Fig. 1: routed clock nets over the placement
(1 px per um)
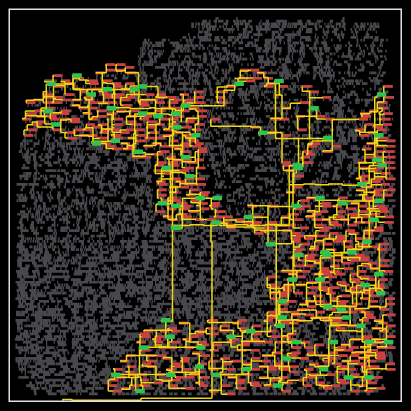
Fig. 2: metal layers overlaid
(1 px per um)
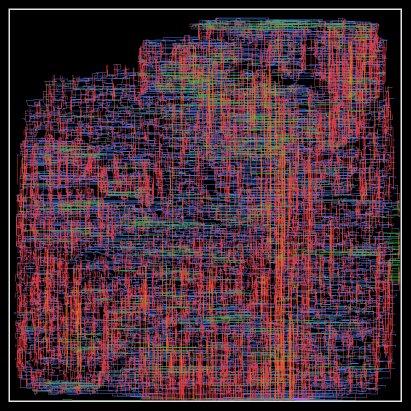
Fig. 3: zoomed window
Window x 283 to 303, y 88 to 108 um. Cells in grey, sequential cells in the stronger grey; small squares are vias.
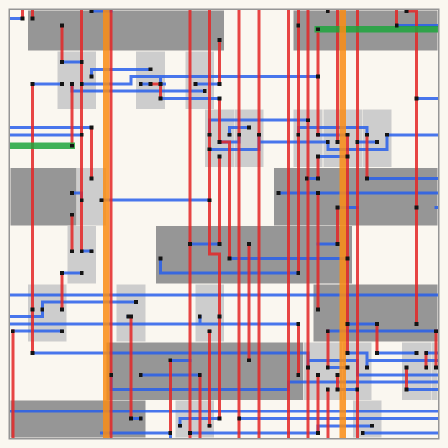
==> src/rtl/p_cal_tdm_nph_pkg.sv <==
// Shared types, core latencies and IEEE-754 single helpers
// for the time-multiplexed N-phase power calculator.
package p_cal_tdm_nph_pkg;

  localparam int SINGLE        = 32;
  localparam int MUL_NODSP_LAT = 5;
  localparam int ADD_NODSP_LAT = 7;
  localparam logic ENA_MATH    = 1'b1;
  localparam logic ADD_OP      = 1'b1;

  typedef logic [SINGLE-1:0] fp_t;

  localparam fp_t FP_ZERO = 32'h0000_0000;

  typedef enum logic [2:0] {
    S_IDLE,
    S_MUL,
    S_MWAIT,
    S_ACC,
    S_DONE
  } state_e;

  function automatic fp_t fp_round(
    input logic              s,
    input logic signed [10:0] e,
    input logic [23:0]       m,
    input logic              g,
    input logic              st
  );
    logic [24:0]        r;
    logic signed [10:0] ex;
    r  = {1'b0, m} + {24'd0, g & (st | m[0])};
    ex = e;
    if (r[24]) begin
      r  = r >> 1;
      ex = ex + 11'sd1;
    end
    if (ex >= 11'sd255) return {s, 8'hFF, 23'd0};
    if (ex <= 11'sd0) return {s, 31'd0};
    return {s, ex[7:0], r[22:0]};
  endfunction

  function automatic fp_t fp_mul(input fp_t a, input fp_t b);
    logic               s;
    logic [47:0]        p;
    logic signed [10:0] e;
    s = a[31] ^ b[31];
    if (a[30:23] == 8'hFF || b[30:23] == 8'hFF)
      return {s, 8'hFF, 23'd0};
    if (a[30:23] == 8'd0 || b[30:23] == 8'd0)
      return {s, 31'd0};
    p = {24'd0, 1'b1, a[22:0]} * {24'd0, 1'b1, b[22:0]};
    e = $signed({3'd0, a[30:23]})
      + $signed({3'd0, b[30:23]}) - 11'sd127;
    if (p[47])
      return fp_round(s, e + 11'sd1, p[47:24],
                      p[23], |p[22:0]);
    return fp_round(s, e, p[46:23], p[22], |p[21:0]);
  endfunction

  function automatic fp_t fp_add(input fp_t a, input fp_t b);
    fp_t                x;
    fp_t                y;
    logic [26:0]        mx;
    logic [26:0]        my;
    logic [26:0]        lost;
    logic [27:0]        sum;
    logic [7:0]         d;
    logic [4:0]         lz;
    logic signed [10:0] e;
    if (a[30:23] == 8'hFF) return a;
    if (b[30:23] == 8'hFF) return b;
    if (a[30:23] == 8'd0 && b[30:23] == 8'd0)
      return {a[31] & b[31], 31'd0};
    if (a[30:23] == 8'd0) return b;
    if (b[30:23] == 8'd0) return a;
    if (a[30:0] >= b[30:0]) begin
      x = a;
      y = b;
    end else begin
      x = b;
      y = a;
    end
    d  = x[30:23] - y[30:23];
    mx = {1'b1, x[22:0], 3'b000};
    my = {1'b1, y[22:0], 3'b000};
    // sticky collapses every bit shifted out of the smaller operand
    if (d > 8'd26) begin
      my = 27'd1;
    end else begin
      lost = my << (8'd27 - d);
      my   = (my >> d) | {26'd0, |lost};
    end
    if (x[31] ^ y[31]) sum = {1'b0, mx} - {1'b0, my};
    else sum = {1'b0, mx} + {1'b0, my};
    if (sum == 28'd0) return FP_ZERO;
    e = $signed({3'd0, x[30:23]});
    if (sum[27]) begin
      sum = {1'b0, sum[27:2], sum[1] | sum[0]};
      e   = e + 11'sd1;
    end else begin
      lz = 5'd0;
      for (int i = 0; i < 27; i++)
        if (sum[i]) lz = 5'(26 - i);
      sum = sum << lz;
      e   = e - $signed({6'd0, lz});
    end
    return fp_round(x[31], e, sum[26:3], sum[2], |sum[1:0]);
  endfunction

endpackage

==> src/rtl/p_cal_tdm_nph_if.sv <==
// Request/result bundle between the V/I sample stage
// and the power calculator.
interface p_cal_tdm_nph_if #(
  parameter int N_PH = 3
);
  import p_cal_tdm_nph_pkg::*;

  logic                   sta;
  logic [N_PH*SINGLE-1:0] V;
  logic [N_PH*SINGLE-1:0] I;
  logic [N_PH-1:0]        ph_en;
  logic                   ovr_clr;
  fp_t                    P;
  logic                   done_sig;
  logic                   busy;
  logic                   ovr;

  modport master (
    output sta, V, I, ph_en, ovr_clr,
    input  P, done_sig, busy, ovr
  );

  modport slave (
    input  sta, V, I, ph_en, ovr_clr,
    output P, done_sig, busy, ovr
  );

endinterface

==> src/rtl/Adder_nodsp.sv <==
// Pipelined IEEE-754 single adder/subtractor, round-nearest-even,
// denormals flushed to zero.
module Adder_nodsp
  import p_cal_tdm_nph_pkg::*;
#(
  parameter int LAT = ADD_NODSP_LAT
) (
  input  logic aclr,
  input  logic add_sub,
  input  logic clk_en,
  input  logic clock,
  input  fp_t  dataa,
  input  fp_t  datab,
  output fp_t  result
);

  fp_t pipe_q [LAT];
  fp_t b_eff;

  assign b_eff = add_sub ? datab
               : {~datab[SINGLE-1], datab[SINGLE-2:0]};

  always_ff @(posedge clock or posedge aclr) begin
    if (aclr) begin
      for (int k = 0; k < LAT; k++) pipe_q[k] <= FP_ZERO;
    end else if (clk_en) begin
      pipe_q[0] <= fp_add(dataa, b_eff);
      for (int k = 1; k < LAT; k++) pipe_q[k] <= pipe_q[k-1];
    end
  end

  assign result = pipe_q[LAT-1];

endmodule

==> src/rtl/Multiplier_nodsp_dsp.sv <==
// Pipelined IEEE-754 single multiplier, round-nearest-even,
// denormals flushed to zero.
module Multiplier_nodsp_dsp
  import p_cal_tdm_nph_pkg::*;
#(
  parameter int LAT = MUL_NODSP_LAT
) (
  input  logic aclr,
  input  logic clk_en,
  input  logic clock,
  input  fp_t  dataa,
  input  fp_t  datab,
  output fp_t  result
);

  fp_t pipe_q [LAT];

  always_ff @(posedge clock or posedge aclr) begin
    if (aclr) begin
      for (int k = 0; k < LAT; k++) pipe_q[k] <= FP_ZERO;
    end else if (clk_en) begin
      pipe_q[0] <= fp_mul(dataa, datab);
      for (int k = 1; k < LAT; k++) pipe_q[k] <= pipe_q[k-1];
    end
  end

  assign result = pipe_q[LAT-1];

endmodule

==> src/rtl/p_cal_tdm_seq.sv <==
// Sequencer: phase issue, product capture tags, accumulate
// schedule and busy/overrun status.
module p_cal_tdm_seq
  import p_cal_tdm_nph_pkg::*;
#(
  parameter int N_PH    = 3,
  parameter int MUL_LAT = MUL_NODSP_LAT,
  parameter int ADD_LAT = ADD_NODSP_LAT,
  parameter int CNT_W   = 5
) (
  input  logic             clk,
  input  logic             rst,
  input  logic             sta,
  input  logic             ovr_clr,
  output logic             lat,
  output logic             mul_iss,
  output logic [CNT_W-1:0] mul_idx,
  output logic             cap_vld,
  output logic [CNT_W-1:0] cap_idx,
  output logic             add_iss,
  output logic             add_first,
  output logic [CNT_W-1:0] add_idx,
  output logic             done,
  output logic             busy,
  output logic             ovr
);

  localparam logic [CNT_W-1:0] PH_LAST = CNT_W'(N_PH - 1);
  localparam logic [CNT_W-1:0] MW_LAST = CNT_W'(MUL_LAT - 1);
  localparam logic [CNT_W-1:0] AW_LAST = CNT_W'(ADD_LAT - 1);
  localparam logic [CNT_W-1:0] ONE     = CNT_W'(1);

  state_e           state_q, state_d;
  logic [CNT_W-1:0] ph_q, ph_d;
  logic [CNT_W-1:0] wt_q, wt_d;
  logic             ovr_q, ovr_d;
  logic [MUL_LAT-1:0] tv_q;
  logic [CNT_W-1:0]   ti_q [MUL_LAT];

  always_comb begin
    state_d = state_q;
    ph_d    = ph_q;
    wt_d    = wt_q;
    ovr_d   = ovr_q;
    lat     = 1'b0;
    mul_iss = 1'b0;
    add_iss = 1'b0;
    done    = 1'b0;
    if (ovr_clr) ovr_d = 1'b0;
    if (sta && state_q != S_IDLE) ovr_d = 1'b1;
    unique case (state_q)
      S_IDLE: begin
        if (sta) begin
          lat     = 1'b1;
          ph_d    = '0;
          state_d = S_MUL;
        end
      end
      S_MUL: begin
        mul_iss = 1'b1;
        if (ph_q == PH_LAST) begin
          wt_d    = '0;
          state_d = S_MWAIT;
        end else begin
          ph_d = ph_q + ONE;
        end
      end
      S_MWAIT: begin
        if (wt_q == MW_LAST) begin
          wt_d    = '0;
          ph_d    = ONE;
          state_d = (N_PH == 1) ? S_DONE : S_ACC;
        end else begin
          wt_d = wt_q + ONE;
        end
      end
      S_ACC: begin
        // one add in flight; the next one issues as its sum emerges
        add_iss = (wt_q == '0);
        if (wt_q == AW_LAST) begin
          wt_d = '0;
          if (ph_q == PH_LAST) state_d = S_DONE;
          else ph_d = ph_q + ONE;
        end else begin
          wt_d = wt_q + ONE;
        end
      end
      S_DONE: begin
        done    = 1'b1;
        state_d = S_IDLE;
      end
      default: state_d = S_IDLE;
    endcase
  end

  always_ff @(posedge clk or posedge rst) begin
    if (rst) begin
      state_q <= S_IDLE;
      ph_q    <= '0;
      wt_q    <= '0;
      ovr_q   <= 1'b0;
      tv_q    <= '0;
      for (int k = 0; k < MUL_LAT; k++) ti_q[k] <= '0;
    end else begin
      state_q <= state_d;
      ph_q    <= ph_d;
      wt_q    <= wt_d;
      ovr_q   <= ovr_d;
      tv_q[0] <= mul_iss;
      ti_q[0] <= ph_q;
      for (int k = 1; k < MUL_LAT; k++) begin
        tv_q[k] <= tv_q[k-1];
        ti_q[k] <= ti_q[k-1];
      end
    end
  end

  assign mul_idx   = ph_q;
  assign add_idx   = ph_q;
  assign add_first = (ph_q == ONE);
  assign cap_vld   = tv_q[MUL_LAT-1];
  assign cap_idx   = ti_q[MUL_LAT-1];
  assign busy      = (state_q != S_IDLE);
  assign ovr       = ovr_q;

endmodule

==> src/rtl/p_cal_tdm_nph.sv <==
// N-phase active power P = sum(en ? V*I : 0) on one shared
// FP multiplier and one shared FP adder.
module p_cal_tdm_nph
  import p_cal_tdm_nph_pkg::*;
#(
  parameter int N_PH    = 3,
  parameter int MUL_LAT = MUL_NODSP_LAT,
  parameter int ADD_LAT = ADD_NODSP_LAT,
  parameter int CNT_W   = 5
) (
  input logic            clk,
  input logic            rst,
  p_cal_tdm_nph_if.slave bus
);

  fp_t             v_q [N_PH];
  fp_t             v_d [N_PH];
  fp_t             i_q [N_PH];
  fp_t             i_d [N_PH];
  fp_t             prod_q [N_PH];
  fp_t             prod_d [N_PH];
  logic [N_PH-1:0] en_q, en_d;
  fp_t             p_q, p_d;

  logic             lat, mul_iss, cap_vld;
  logic             add_iss, add_first, done;
  logic [CNT_W-1:0] mul_idx, cap_idx, add_idx;
  fp_t              mul_a, mul_b, mul_res;
  fp_t              add_a, add_b, add_res, acc;

  p_cal_tdm_seq #(
    .N_PH    (N_PH),
    .MUL_LAT (MUL_LAT),
    .ADD_LAT (ADD_LAT),
    .CNT_W   (CNT_W)
  ) u_seq (
    .clk       (clk),
    .rst       (rst),
    .sta       (bus.sta),
    .ovr_clr   (bus.ovr_clr),
    .lat       (lat),
    .mul_iss   (mul_iss),
    .mul_idx   (mul_idx),
    .cap_vld   (cap_vld),
    .cap_idx   (cap_idx),
    .add_iss   (add_iss),
    .add_first (add_first),
    .add_idx   (add_idx),
    .done      (done),
    .busy      (bus.busy),
    .ovr       (bus.ovr)
  );

  always_comb begin
    en_d  = en_q;
    mul_a = FP_ZERO;
    mul_b = FP_ZERO;
    add_b = FP_ZERO;
    for (int k = 0; k < N_PH; k++) begin
      v_d[k]    = v_q[k];
      i_d[k]    = i_q[k];
      prod_d[k] = prod_q[k];
      if (lat) begin
        v_d[k] = bus.V[k*SINGLE +: SINGLE];
        i_d[k] = bus.I[k*SINGLE +: SINGLE];
      end
      // a masked phase multiplies by +0.0 so the schedule stays fixed
      if (mul_iss && mul_idx == CNT_W'(k)) begin
        mul_a = v_q[k];
        mul_b = en_q[k] ? i_q[k] : FP_ZERO;
      end
      if (cap_vld && cap_idx == CNT_W'(k))
        prod_d[k] = mul_res;
      if (add_iss && add_idx == CNT_W'(k))
        add_b = prod_q[k];
    end
    if (lat) en_d = bus.ph_en;
    add_a = FP_ZERO;
    if (add_iss) add_a = add_first ? prod_q[0] : add_res;
    acc = (N_PH == 1) ? prod_q[0] : add_res;
    p_d = done ? acc : p_q;
  end

  always_ff @(posedge clk or posedge rst) begin
    if (rst) begin
      en_q <= '0;
      p_q  <= FP_ZERO;
      for (int k = 0; k < N_PH; k++) begin
        v_q[k]    <= FP_ZERO;
        i_q[k]    <= FP_ZERO;
        prod_q[k] <= FP_ZERO;
      end
    end else begin
      en_q <= en_d;
      p_q  <= p_d;
      for (int k = 0; k < N_PH; k++) begin
        v_q[k]    <= v_d[k];
        i_q[k]    <= i_d[k];
        prod_q[k] <= prod_d[k];
      end
    end
  end

  Multiplier_nodsp_dsp #(.LAT(MUL_LAT)) u_mul (
    .aclr   (rst),
    .clk_en (ENA_MATH),
    .clock  (clk),
    .dataa  (mul_a),
    .datab  (mul_b),
    .result (mul_res)
  );

  Adder_nodsp #(.LAT(ADD_LAT)) u_add (
    .aclr    (rst),
    .add_sub (ADD_OP),
    .clk_en  (ENA_MATH),
    .clock   (clk),
    .dataa   (add_a),
    .datab   (add_b),
    .result  (add_res)
  );

  assign bus.P        = done ? acc : p_q;
  assign bus.done_sig = done;

endmodule
==> src/flat_wrapper.sv <==
// flat-port wrapper written by rule: the top's interface ports become plain ports
module p_cal_tdm_nph_flat import p_cal_tdm_nph_pkg::*;
#(
  parameter int N_PH    = 3,
  parameter int MUL_LAT = MUL_NODSP_LAT,
  parameter int ADD_LAT = ADD_NODSP_LAT,
  parameter int CNT_W   = 5
)
  (clk, rst, bus_sta, bus_V, bus_I, bus_ph_en, bus_ovr_clr, bus_P, bus_done_sig, bus_busy, bus_ovr);
  p_cal_tdm_nph_if #(.N_PH(N_PH)) bus_i ();
  input logic clk;
  input logic rst;
  input wire logic [$bits(bus_i.sta)-1:0] bus_sta;
  input wire logic [$bits(bus_i.V)-1:0] bus_V;
  input wire logic [$bits(bus_i.I)-1:0] bus_I;
  input wire logic [$bits(bus_i.ph_en)-1:0] bus_ph_en;
  input wire logic [$bits(bus_i.ovr_clr)-1:0] bus_ovr_clr;
  output wire logic [$bits(bus_i.P)-1:0] bus_P;
  output wire logic [$bits(bus_i.done_sig)-1:0] bus_done_sig;
  output wire logic [$bits(bus_i.busy)-1:0] bus_busy;
  output wire logic [$bits(bus_i.ovr)-1:0] bus_ovr;
  assign bus_i.sta = bus_sta;
  assign bus_i.V = bus_V;
  assign bus_i.I = bus_I;
  assign bus_i.ph_en = bus_ph_en;
  assign bus_i.ovr_clr = bus_ovr_clr;
  assign bus_P = bus_i.P;
  assign bus_done_sig = bus_i.done_sig;
  assign bus_busy = bus_i.busy;
  assign bus_ovr = bus_i.ovr;
  p_cal_tdm_nph #(.N_PH(N_PH), .MUL_LAT(MUL_LAT), .ADD_LAT(ADD_LAT), .CNT_W(CNT_W)) u_core (.clk(clk), .rst(rst), .bus(bus_i));
endmodule
==> config.mk <==
export PLATFORM = sky130hd
export DESIGN_NAME = p_cal_tdm_nph_flat
export DESIGN_NICKNAME = d
export VERILOG_FILES = /design/src/rtl/p_cal_tdm_nph_pkg.sv /design/src/rtl/p_cal_tdm_nph_if.sv /design/src/rtl/Adder_nodsp.sv /design/src/rtl/Multiplier_nodsp_dsp.sv /design/src/rtl/p_cal_tdm_seq.sv /design/src/rtl/p_cal_tdm_nph.sv /design/src/flat_wrapper.sv
export SDC_FILE = /design/constraint.sdc
export NUM_CORES = 2
export LEC_CHECK = 0
export ABC_AREA = 1
export CORE_MARGIN = 5
export CORE_UTILIZATION = 47
export CTS_CLUSTER_SIZE = 14
export DETAILED_ROUTE_END_ITERATION = 10
export SYNTH_ARGS = -nofsm -noshare
export SYNTH_HDL_FRONTEND = slang
export SYNTH_HIERARCHICAL = 1
export SYNTH_SLANG_ARGS = --single-unit
==> constraint.sdc <==
create_clock -name clk -period 14.9 [get_ports clk]
set_clock_uncertainty 0.05 [all_clocks]
set_input_delay 3.725 -clock clk [delete_from_list [all_inputs] [get_ports clk]]
set_output_delay 3.725 -clock clk [all_outputs]
set_load 0.02 [all_outputs]
==> summary.rpt <==
==== FLOW RESULTS ====
----------------------------------------------------
[Placement]
  Gp weighted congestion ........................ 0.9781
  Quantity of I/O buffers inserted on ports ........................ 233

[Global route]
  Number of global-route vias before repair ........................ 58480
  Total global routing overflow ........................ 0
  Number of antenna violations at the first check in global routing ........................ 6
  Global routing met3 resource utilization ........................ 3.804%

[Logic synthesis]
  Area contributors post-synth ........................ sky130_fd_sc_hd__dfrtp_1 28%, sky130_fd_sc_hd__nand2_1 15%, sky130_fd_sc_hd__fa_1 14%
  Synthesized cell area ........................ 68070 um2
  Fraction of registers with async set or reset after synthesis ........................ 100.0%
  Synthesis area per yosys ........................ 68070 um2
  Area share of the largest cell type after synthesis ........................ 27.61%
  Cell Type Count ........................ 81

[Run status]
  Status ........................ completed

[Setup path]
  Reg2Reg Launch Point ........................ u_core/u_seq/state_q[1]$_DFFE_PP0P_
  Critical Path Max Stage Delay ........................ 0.74 ns
  Worst Path Buf+Inv ........................ 12
  Startpoint of the most critical setup path ........................ u_core/u_seq/state_q[1]$_DFFE_PP0P_
  Critical Path End ........................ u_core/u_add/pipe_q[202]$_DFFE_PP0P_

[Final timing]
  Clock period minus final worst setup slack ........................ 13.74 ns
  Peak clock frequency supported by timing ........................ 72.77 MHz
  Number of hold-slack violations in the final timing report ........................ 0
  Max-slew violations ........................ 0
  Post-route setup TNS ........................ 0 ns

[Detailed routing]
  DR WL/cell ........................ 20.00 um
  Number of DRC violations after detailed routing ........................ 0
  Routed WL ........................ 223.8 mm

[Layout]
  Final Instance Count excl. Fillers ........................ 11190
  Number of nets at the end of the flow ........................ 10190

[Min path]
  Hold Path Stages ........................ 0

[Floorplan]
  I/O Pins ........................ 234

[Run]
  Number of max-cap violations ........................ 0

----------------------------------------------------
-- Fig. 1 (at the start) --
[red] flip-flops | count: 751
[yellow] clock wires | length: 10100 um
[green] clock-net drivers | count: 84
flops lie	spread over the die
routed clock nets	85
clock insertion delay at the later pin of the skew report: 0.70 ns

-- Fig. 2 (at the start) --
colour	layer	wire length
blue	M1	102 mm
green	M3	15400 um
orange	M4	6710 um
purple	M5	13.8 um
red	M2	99.8 mm

-- Fig. 3 (at the start) --
colour	layer
blue	M1
green	M3
orange	M4
red	M2
sequential cells in the window	7
netlist names of flops here include	u_core/u_add/pipe_q (6), u_core/u_add/result (1)
most frequent	nand2_1 (10), dfrtp_1 (7), o21ai_0 (5)
cells with their middle in the window	25

==> kinds of logic after synthesis <==
kind of cell	synth area share [%]
flip-flops	27.61
buffers and inverters	13.17
AND/OR/NAND/NOR	27.19
XOR/XNOR	1.526
multiplexers	3.270
adder cells (fa/ha/maj)	19.58
AND-OR/OR-AND	7.665
other	0.005509
==> final cells by class <==
class	count	area [um2]
multi-input cells	6326	40590
clock buffers	120	2417
fillers	14230	69530
well taps	1903	2381
flip-flops and latches	751	18800
inverters	1697	6397
diodes	6	15.01
repair buffers	355	3309
clock inverters	31	390.4
==> flip-flops by register name, summed over array words and instances, names as in the netlist <==
register	count
u_core/u_add/pipe_q	192
u_core/u_add/result	32
u_core/en_q	3
u_core/u_seq/tv_q	5
u_core/u_seq/ti_q	20
u_core/v_q	96
u_core/u_seq/wt_q	5
u_core/u_seq/state_q	3
u_core/u_seq/cap_idx	5
u_core/u_seq/add_idx	5
u_core/u_mul/pipe_q	128
u_core/i_q	96
u_core/u_mul/result	32
u_core/u_seq/ovr	1
u_core/prod_q	96
u_core/p_q	32
==> repair_timing <==
item                                    CTS  global route
resized                                   0            33
endpoints found under the setup margin    0            31
hold buffers                              0             0
buffers inserted                          0            12
==> per-stage QoR <==
| stage | setup slack [ns] | hold WS [ns] | utilization, % | cell area (um2) |
|---|---|---|---|---|
| floorplan | 2.184 | 0.2812 | - | 68110 |
| global placement | 0.3990 | 0.2814 | 49.52 | 71230 |
| detailed placement | 0.3066 | 0.2847 | 49.52 | 71230 |
| CTS | 0.2078 | 0.2981 | 51.48 | 74040 |
| global route | 0.008530 | 0.2969 | 51.66 | 74300 |
| finish | 1.158 | 0.2948 | 51.66 | 74300 |
